run_1/m1.png
Scale bar: 50 µm. Cells faint in the background.
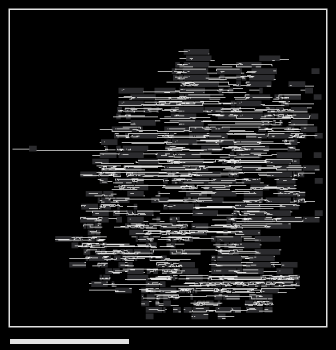
run_1/m2.png
Cells faint in the background.
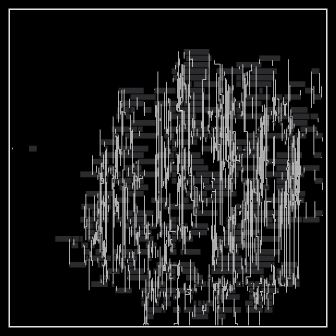
run_1/m3.png
Scale bar: 50 µm. Cells faint in the background.
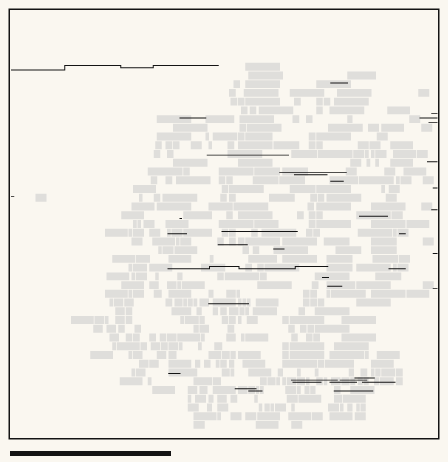
`src/rtl/life_pkg.sv`:
```
// Shared constants and types for the Game-of-Life board loader.
// No logic here; geometry, row type and loader state encoding only.
package life_pkg;

  localparam int ROWS        = 8;
  localparam int COLS        = 8;
  // Board rows followed by one check byte.
  localparam int STREAM_BITS = ROWS * COLS + COLS;

  typedef logic [COLS-1:0] row_t;

  typedef enum logic [2:0] {
    S_IDLE,
    S_SHIFT,
    S_CHECK,
    S_COMMIT,
    S_DONE
  } loader_state_t;

endpackage

```
`src/rtl/life_shift_rx.sv`:
```
// Serial-to-parallel deserialiser, MSB first: the first bit of a byte lands in bit 7.
// Latency: byte_vld/byte_dat are combinational on the cycle the 8th bit is presented.
// Backpressure: none; the caller gates bit_vld, and clear drops any partial byte.
module life_shift_rx
  import life_pkg::*;
(
  input  logic ph1,
  input  logic reset_n,
  input  logic clear,
  input  logic bit_vld,
  input  logic bit_dat,
  output logic byte_vld,
  output row_t byte_dat
);

  logic [COLS-2:0] shreg;
  logic [2:0]      cnt;

  // The counter wraps to 0 after the 8th bit; stale shreg bits are shifted out
  // before the next byte completes.
  always_ff @(posedge ph1) begin
    if (!reset_n || clear) begin
      shreg <= '0;
      cnt   <= '0;
    end else if (bit_vld) begin
      shreg <= {shreg[COLS-3:0], bit_dat};
      cnt   <= cnt + 3'd1;
    end
  end

  assign byte_vld = bit_vld && (cnt == 3'd7);
  assign byte_dat = {shreg, bit_dat};

endmodule

```
`src/rtl/life_pattern_loader.sv`:
```
// Loads an 8x8 board from a serial stream, verifies its XOR check byte, then writes rows to memory.
// Latency: last stream bit to first mem_we is 2 cycles; 8 write cycles to done with grant held high.
// Backpressure: ready is high only while shifting; a row write holds until mem_grant accepts it.
module life_pattern_loader
  import life_pkg::*;
(
  input  logic       ph1,
  input  logic       reset_n,
  input  logic       start,
  input  logic       bit_valid,
  input  logic       bit_in,
  output logic       ready,
  output logic       mem_we,
  output logic [2:0] mem_addr,
  output logic [7:0] mem_data,
  input  logic       mem_grant,
  output logic       busy,
  output logic       done,
  output logic       err
);

  localparam logic [6:0] LAST_BIT = 7'(STREAM_BITS - 1);

  loader_state_t state;
  logic [6:0]    bit_cnt;
  logic [2:0]    row_idx;
  logic [2:0]    row_nxt;
  row_t          buffer [ROWS];
  row_t          xor_acc;

  logic load_init;
  logic rx_clear;
  logic rx_vld;
  logic byte_vld;
  row_t byte_dat;

  // start both opens a load from IDLE and restarts one mid-SHIFT; the bit of that cycle is dropped.
  assign load_init = start && (state == S_IDLE || state == S_SHIFT);
  assign rx_clear  = (state != S_SHIFT) || start;
  assign rx_vld    = (state == S_SHIFT) && bit_valid && !start;
  assign row_nxt   = row_idx + 3'd1;

  life_shift_rx u_rx (
    .ph1      (ph1),
    .reset_n  (reset_n),
    .clear    (rx_clear),
    .bit_vld  (rx_vld),
    .bit_dat  (bit_in),
    .byte_vld (byte_vld),
    .byte_dat (byte_dat)
  );

  // Row buffer plus a running XOR so the check byte compares the cycle it completes.
  always_ff @(posedge ph1) begin
    if (!reset_n || load_init) begin
      bit_cnt <= '0;
      xor_acc <= '0;
      for (int i = 0; i < ROWS; i++) buffer[i] <= '0;
    end else if (rx_vld) begin
      bit_cnt <= bit_cnt + 7'd1;
      if (byte_vld && !bit_cnt[6]) begin
        buffer[bit_cnt[5:3]] <= byte_dat;
        xor_acc              <= xor_acc ^ byte_dat;
      end
    end
  end

  always_ff @(posedge ph1) begin
    if (!reset_n) begin
      state    <= S_IDLE;
      row_idx  <= '0;
      ready    <= 1'b0;
      mem_we   <= 1'b0;
      mem_addr <= '0;
      mem_data <= '0;
      busy     <= 1'b0;
      done     <= 1'b0;
      err      <= 1'b0;
    end else begin
      done <= 1'b0;
      err  <= 1'b0;
      case (state)
        S_IDLE: begin
          if (start) begin
            state <= S_SHIFT;
            ready <= 1'b1;
            busy  <= 1'b1;
          end
        end
        S_SHIFT: begin
          if (rx_vld && bit_cnt == LAST_BIT) begin
            state <= S_CHECK;
            ready <= 1'b0;
            err   <= (byte_dat != xor_acc);
          end
        end
        // err was computed on entry, so it is visible for exactly this one cycle.
        S_CHECK: begin
          if (err) begin
            state <= S_IDLE;
            busy  <= 1'b0;
          end else begin
            state    <= S_COMMIT;
            row_idx  <= '0;
            mem_we   <= 1'b1;
            mem_addr <= '0;
            mem_data <= buffer[0];
          end
        end
        S_COMMIT: begin
          if (mem_grant) begin
            if (row_idx == 3'(ROWS - 1)) begin
              state    <= S_DONE;
              mem_we   <= 1'b0;
              mem_addr <= '0;
              mem_data <= '0;
              done     <= 1'b1;
            end else begin
              row_idx  <= row_nxt;
              mem_addr <= row_nxt;
              mem_data <= buffer[row_nxt];
            end
          end
        end
        S_DONE: begin
          state <= S_IDLE;
          busy  <= 1'b0;
        end
        default: begin
          state <= S_IDLE;
          busy  <= 1'b0;
        end
      endcase
    end
  end

endmodule
```
`config.mk`:
```
export PLATFORM = sky130hd
export DESIGN_NAME = life_pattern_loader
export DESIGN_NICKNAME = d
export VERILOG_FILES = /design/src/rtl/life_pkg.sv /design/src/rtl/life_shift_rx.sv /design/src/rtl/life_pattern_loader.sv
export SDC_FILE = /design/constraint.sdc
export NUM_CORES = 1
export LEC_CHECK = 0
export CORE_MARGIN = 1
export CORE_UTILIZATION = 30
export DETAILED_ROUTE_END_ITERATION = 10
export SETUP_SLACK_MARGIN = 0.05
export SLEW_MARGIN = 20
export SYNTH_ARGS = -nofsm -noshare
export SYNTH_HDL_FRONTEND = slang
export SYNTH_HIERARCHICAL = 1
export SYNTH_SLANG_ARGS = --single-unit
export TNS_END_PERCENT = 1
```
`constraint.sdc`:
```
create_clock -name ph1 -period 5.95 [get_ports ph1]
set_input_delay 1.19 -clock ph1 [delete_from_list [all_inputs] [get_ports ph1]]
set_output_delay 1.19 -clock ph1 [all_outputs]
set_load 0.005 [all_outputs]
```
==> impl_results.rst, run 1 <==
Metrics
=======

.. list-table::
   :header-rows: 1

   * - Metric
     - Value
   * - Count of non-filler cells in the finished layout
     - 646
   * - RSZ-0062 raised after global routing
     - no
   * - Setup bufs post-CTS
     - 0
   * - Initial antenna violation count
     - 0
   * - CTS root buf
     - sky130_fd_sc_hd__clkbuf_16
   * - # DRC
     - 0
   * - Final Hold Vio Count
     - 0
   * - Post-cts hold-fix buffer tally
     - 0
   * - Sum of buffers and inverters on the critical path
     - 2
   * - Yosys warnings
     - 6
   * - Internal Pwr Total
     - 1180 µW
   * - Destination of the worst register-to-register timing path
     - buffer[0][0]
   * - Pin count of the biggest net entering global routing
     - 32
   * - Wire length of the first global-routing pass
     - 17.6 mm
   * - Total iterations of the first detailed-routing run
     - 4
   * - Post-placement cell count
     - 630
   * - Max incr delay on CP
     - 0.54 ns
   * - Outcome
     - completed
   * - Clock-pin slew reported for the worst setup and hold paths after clock tree synthesis
     - 0.07 ns
   * - Final slew viol count
     - 0
   * - Crit path arrival time
     - 4.24 ns
   * - Via count of the first global-routing pass
     - 3,037
   * - Buffer depth of the longest clock path
     - 2
   * - Share of final-layout standard cells stronger than drive strength 1
     - 0.124
   * - Switching pwr
     - 314 µW
   * - Synth Instances
     - 414
   * - Kind of cell adding the most delay to the critical path
     - simple AND/OR/NAND/NOR gates
   * - Ranking of synthesized cells by area
     - sky130_fd_sc_hd__edfxtp_1 (37%), sky130_fd_sc_hd__dfxtp_1 (18%), sky130_fd_sc_hd__and2_1 (7.7%), sky130_fd_sc_hd__mux4_2 (7.0%), sky130_fd_sc_hd__mux2i_1 (3.3%)
   * - Setup slack of the most critical reg-to-reg path
     - 2.55 ns
   * - Residual antenna-violating net count after detailed routing
     - 0
   * - Count of tool warnings
     - 26
   * - Y dimension of the die
     - 133 µm
   * - Slew Limit Headroom
     - 0.280
   * - Initial core utilization
     - 0.309
   * - Dominant register cell
     - sky130_fd_sc_hd__edfxtp_1
   * - Comb power frac
     - 0.033
   * - Width of the die
     - 133 µm
   * - Iteration-0 DRC Markers
     - 278
   * - Fillers
     - 1,636
   * - Sink Count
     - 111
   * - Synth Net Count
     - 425
   * - Total of buffers placed on input and output ports
     - 21
   * - Sw Share
     - 0.211
About m1.png:
- nets with wire on the layer: 410
- main direction: horizontal
- longest straight run: 29.9 µm
- share of all routed wire: 46%
- wire length on this layer: 5,170 µm

About m2.png:
- nets with wire on the layer: 362
- longest straight run: 63.1 µm
- main direction: vertical

About m3.png:
- main direction: horizontal
- share of all routed wire: 3.2%
- nets with wire on the layer: 29
- wire length on this layer: 368 µm
- longest straight run: 25.3 µm

==> run 1: sequential cells by signal (all words and copies together) (netlist names) <==
register    count
done            1
buffer         64
mem_data        8
row_idx         3
xor_acc         8
ready           1
state           3
mem_we          1
err             1
bit_cnt         7
u_rx/cnt        3
busy            1
u_rx/shreg      7
mem_addr        3
==> run 1: cell families after synthesis <==
family / synth area share
buffers and inverters: 0.0361
and+or+nand+nor: 0.211
DFF: 0.554
AOI/OAI and AO/OA: 0.0450
adders and majority gates: 0.0121
muxes: 0.103
xor gates and xnor gates: 0.0390
==> run 1: power groups by stage <==
stage | combinational, µW | clock (µW) | sequential (µW)
finish | 49.8 | 597 | 847
global route | 53.8 | 634 | 849
CTS | 49.8 | 603 | 847
detailed placement | 49.7 | 0 | 865
global placement | 48.4 | 0 | 864
floorplan | 37.4 | 0 | 854
==> run 1: area by class of cell <==
class,count,area [µm²],share of cell area
Inverter,6,22.5,0.00389
Clock buffer,12,236,0.0408
Timing Repair Buffer,23,225,0.0389
Sequential cell,111,2860,0.495
Tap cell,220,275,0.0475
Clock inverter,4,47.5,0.00821
Multi-Input combinational cell,270,2120,0.366
==> run 1: routing by layer <==
| metal | wire length (µm) | track usage | vias to the layer above |
|---|---|---|---|
| li1 | - | - | 1494 |
| met4 | 210 | 0.0663 | 0 |
| met3 | 367 | 0.0232 | 15 |
| met2 | 5580 | 0.220 | 57 |
| met1 | 5170 | 0.175 | 1532 |
| met5 | 0 | 0 | - |
==> run 1: layout by cell type (no fill, tap or decap), types with 7 or more instances in the layout <==
| master | netlist | final |
|---|---|---|
| sky130_fd_sc_hd__a21oi_1 | 11 | 11 |
| sky130_fd_sc_hd__a221o_1 | 8 | 8 |
| sky130_fd_sc_hd__and2_1 | 64 | 64 |
| sky130_fd_sc_hd__clkbuf_16 | 0 | 9 |
| sky130_fd_sc_hd__clkdlybuf4s50_1 | 0 | 21 |
| sky130_fd_sc_hd__dfxtp_1 | 47 | 46 |
| sky130_fd_sc_hd__edfxtp_1 | 64 | 64 |
| sky130_fd_sc_hd__mux2i_1 | 17 | 17 |
| sky130_fd_sc_hd__mux4_2 | 16 | 16 |
| sky130_fd_sc_hd__nand2_1 | 10 | 10 |
| sky130_fd_sc_hd__nand3_1 | 7 | 7 |
| sky130_fd_sc_hd__nand4_1 | 9 | 9 |
| sky130_fd_sc_hd__nor2_1 | 45 | 45 |
| sky130_fd_sc_hd__or2_2 | 9 | 9 |
| sky130_fd_sc_hd__xor2_1 | 17 | 17 |
==> run 1: worst max path at each step <==
stage          start           end  slack [ns]  depth (start not counted)
6_report       start  buffer[0][0]        1.76                          9
2_1_floorplan  start  buffer[0][0]        2.46                          9
3_3_place_gp   start  buffer[0][6]        1.54                          9
3_5_place_dp   start  buffer[6][1]        1.43                          9
4_1_cts        start  buffer[0][0]        1.79                          9
5_1_grt        start  buffer[7][4]        1.55                          9
==> run 1: through the flow <==
step                      power (µW)  utilization  hold slack [ns]  worst slack [ns]
final                           1490        0.347            0.463              1.76
after global routing            1540        0.347            0.498              1.55
after CTS                       1500        0.347            0.467              1.79
after floorplan                  892            -            0.450              2.46
after detailed placement         914        0.330            0.455              1.43
after global placement           912        0.330            0.451              1.54
==> run 2: changes to the inputs <==
- clock period: 5.95 -> 4.2 ns (I/O delays scaled with it)
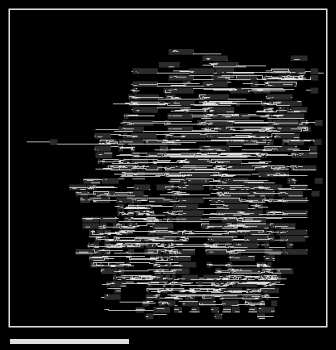
run_2/m1.png
Scale bar: 50 µm. Cells faint in the background.
- nets with wire on the layer: 418
- longest straight run: 39.1 µm
Vias: 3,129
wire length reported by the detailed router: 11.2 mm
met1 Track Usage GR: 0.180

==> run 2 against run 1 <==
Net effect:
- clock skew grew 0.0024 ns
- critical path type unchanged
- via count grew 1.0%
- total power increased by 42%
- critical path depth did not move
- final cell count grew 0.62%
- highest routed layer unchanged
==> impl_results.rst, run 2 <==
Metrics
=======

.. list-table::
   :header-rows: 1

   * - Metric
     - Value
   * - Ranking of synthesized cells by area
     - sky130_fd_sc_hd__edfxtp_1 (37%), sky130_fd_sc_hd__dfxtp_1 (18%), sky130_fd_sc_hd__and2_1 (7.7%), sky130_fd_sc_hd__mux4_2 (7.0%), sky130_fd_sc_hd__mux2i_1 (3.3%) (unchanged)
   * - Post-cts hold-fix buffer tally
     - 0 (unchanged)
   * - Routing layer with the top usage in global route
     - met2 (unchanged)
   * - Wire length of the first global-routing pass
     - 17.3 mm (was 17.6 mm)
   * - Final slew viol count
     - 0 (unchanged)
   * - Cell depth of the worst setup path
     - 9 (unchanged)
   * - Global routing met3 resource utilization
     - 0.0259 (was 0.0232)
   * - Destination of the worst register-to-register timing path
     - buffer[4][6] (was buffer[0][0])
   * - Most common logic cells in the final layout
     - sky130_fd_sc_hd__and2_1 (64), sky130_fd_sc_hd__edfxtp_1 (64), sky130_fd_sc_hd__dfxtp_1 (47) (was sky130_fd_sc_hd__and2_1 (64), sky130_fd_sc_hd__edfxtp_1 (64), sky130_fd_sc_hd__dfxtp_1 (46))
   * - Ratio of routed vias to standard cells
     - 4.81 (was 4.80)
   * - Y dimension of the die
     - 133 µm (unchanged)
   * - Clock-pin slew reported for the worst setup and hold paths after clock tree synthesis
     - 0.07 ns (about the same)
   * - Kind of cell adding the most delay to the critical path
     - simple AND/OR/NAND/NOR gates (unchanged)
   * - Overall global routing resource usage
     - 0.131 (was 0.136)
   * - Setup slack of the critical path after layout
     - 0.949 ns (was 1.76 ns)
   * - Sum of buffers and inverters on the critical path
     - 2 (unchanged)
   * - Max reg flops
     - 64 (unchanged)
   * - Dominant register cell
     - sky130_fd_sc_hd__edfxtp_1 (unchanged)
   * - Count of tool warnings
     - 26 (unchanged)
   * - Final clock period utilization by the worst path
     - 0.774
   * - Pin count of the biggest net entering global routing
     - 21 (was 32)
   * - Yosys warnings
     - 6 (unchanged)
   * - Top reg by flops
     - buffer (unchanged)
   * - Final Hold Vio Count
     - 0 (unchanged)
   * - Met2 demand-to-capacity share in global routing
     - 0.198 (was 0.220)
   * - # DRC
     - 0 (unchanged)
   * - Slew Limit Headroom
     - 0.411 (was 0.280)
   * - Via count of the first global-routing pass
     - 3,034 (was 3,037)
   * - Share of final-layout standard cells stronger than drive strength 1
     - 0.135 (was 0.124)
   * - Initial antenna violation count
     - 0 (unchanged)
   * - Synth Net Count
     - 425 (unchanged)
   * - Final design utilization
     - 0.349 (was 0.347)
   * - Clock H-tree levels
     - 3 (unchanged)
   * - Proportion of netlist area held by the largest area contributor
     - 0.372 (unchanged)
   * - Total standard cell area after synthesis
     - 5170 µm² (unchanged)
   * - Sum of internal, switching and leakage power
     - 2120 µW (was 1490 µW)
   * - Largest registers
     - buffer: 64 flops, mem_data: 8 flops, xor_acc: 8 flops (unchanged)
   * - Layout net count
     - 436 (was 432)
   * - Synth Instances
     - 414 (unchanged)
   * - Total of buffers placed on input and output ports
     - 21 (unchanged)
   * - Setup slack of the most critical reg-to-reg path
     - 1.39 ns (was 2.55 ns)
   * - Clock period minus worst slack
     - 3.25 ns
   * - Category of the worst setup path launch point
     - input port (unchanged)
   * - Synthesized area per cell
     - 12.5 µm² (unchanged)
   * - Initial core utilization
     - 0.309 (unchanged)
   * - Max incr delay on CP
     - 0.48 ns (was 0.54 ns)
   * - Number of CTS-inserted buffers
     - 9 (unchanged)
   * - Iteration-0 DRC Markers
     - 281 (was 278)
   * - RSZ-0062 raised after global routing
     - no (unchanged)
   * - Crit path arrival time
     - 3.29 ns (was 4.24 ns)
   * - Number of synthesized flops with an enable pin
     - 64 (unchanged)
   * - Total iterations of the first detailed-routing run
     - 5 (was 4)
   * - Buffer depth of the longest clock path
     - 2 (unchanged)
   * - Origin of the worst setup path
     - start (unchanged)
   * - CTS root buf
     - sky130_fd_sc_hd__clkbuf_16 (unchanged)
   * - Cell leakage power
     - 0.00203 µW (was 0.00200 µW)
   * - Width of the die
     - 133 µm (unchanged)
   * - Setup bufs post-CTS
     - 0 (unchanged)
   * - Outcome
     - completed (unchanged)
   * - Capturing element of the worst setup path
     - buffer[4][6] (was buffer[0][0])
   * - Setup slack after placement
     - 0.599 ns (was 1.43 ns)
   * - Routability congestion estimate from global placement
     - 0.796 (was 0.783)
   * - Residual antenna-violating net count after detailed routing
     - 0 (unchanged)
   * - Sink Count
     - 111 (unchanged)
   * - Power per Cell Area
     - 364 nW/µm² (was 258 nW/µm²)
[run 2: power by group]
| part | leakage [µW] | switching (µW) | internal, µW | total, µW |
|---|---|---|---|---|
| Clock | 0.000143 | 390 | 462 | 853 |
| Sequential | 0.00108 | 18.1 | 1180 | 1200 |
| Combinational | 0.000809 | 41.6 | 29.6 | 71.2 |
| Total | 0.00203 | 450 | 1670 | 2120 |
[run 2: area by class of cell]
class / count / area [µm²]
fill: 1627 / 10900
sequential: 111 / 2860
multi-input combinational: 270 / 2120
tap: 220 / 275
timing repair buffer: 27 / 255
clock buffer: 10 / 229
clock inverter: 6 / 61.3
inverter: 6 / 22.5
[run 2: worst reg2reg max path: cells and delay by family, from the launching register on]
family	cells	cell delay, ns
buffers and inverters	1	0.17
flip-flops	1	0.54
AND/OR/NAND/NOR	7	1.79
[run 2: cells by family after synthesis]
logic type	share of synthesized area
AND-OR/OR-AND	0.0450
buffers and inverters	0.0361
adder cells (fa/ha/maj)	0.0121
AND/OR/NAND/NOR	0.211
XOR/XNOR	0.0390
multiplexers	0.103
flip-flops	0.554
[run 2: worst min path at each step]
stage / endpoint / depth (start not counted) / from
after floorplan: row_idx[2] / 2 / row_idx[2]
after global placement: mem_addr[1] / 2 / mem_addr[1]
after detailed placement: mem_addr[1] / 2 / mem_addr[1]
after CTS: mem_addr[1] / 2 / mem_addr[1]
after global routing: row_idx[2] / 2 / row_idx[2]
final: mem_addr[1] / 2 / mem_addr[1]
[run 2: routing by layer]
metal	part of all wire	wire length [µm]
met5	0	0
met2	0.46	5100
met4	0.023	258
met1	0.48	5380
met3	0.042	466
[run 2: stage by stage]
stage	hold WS (ns)	area [µm²]	cells
5_1_grt	0.504	5820	650
3_5_place_dp	0.457	5530	634
6_report	0.471	5820	650
2_1_floorplan	0.450	5170	414
4_1_cts	0.474	5820	650
3_3_place_gp	0.446	5530	634
Power and IR drop assume default switching activity.
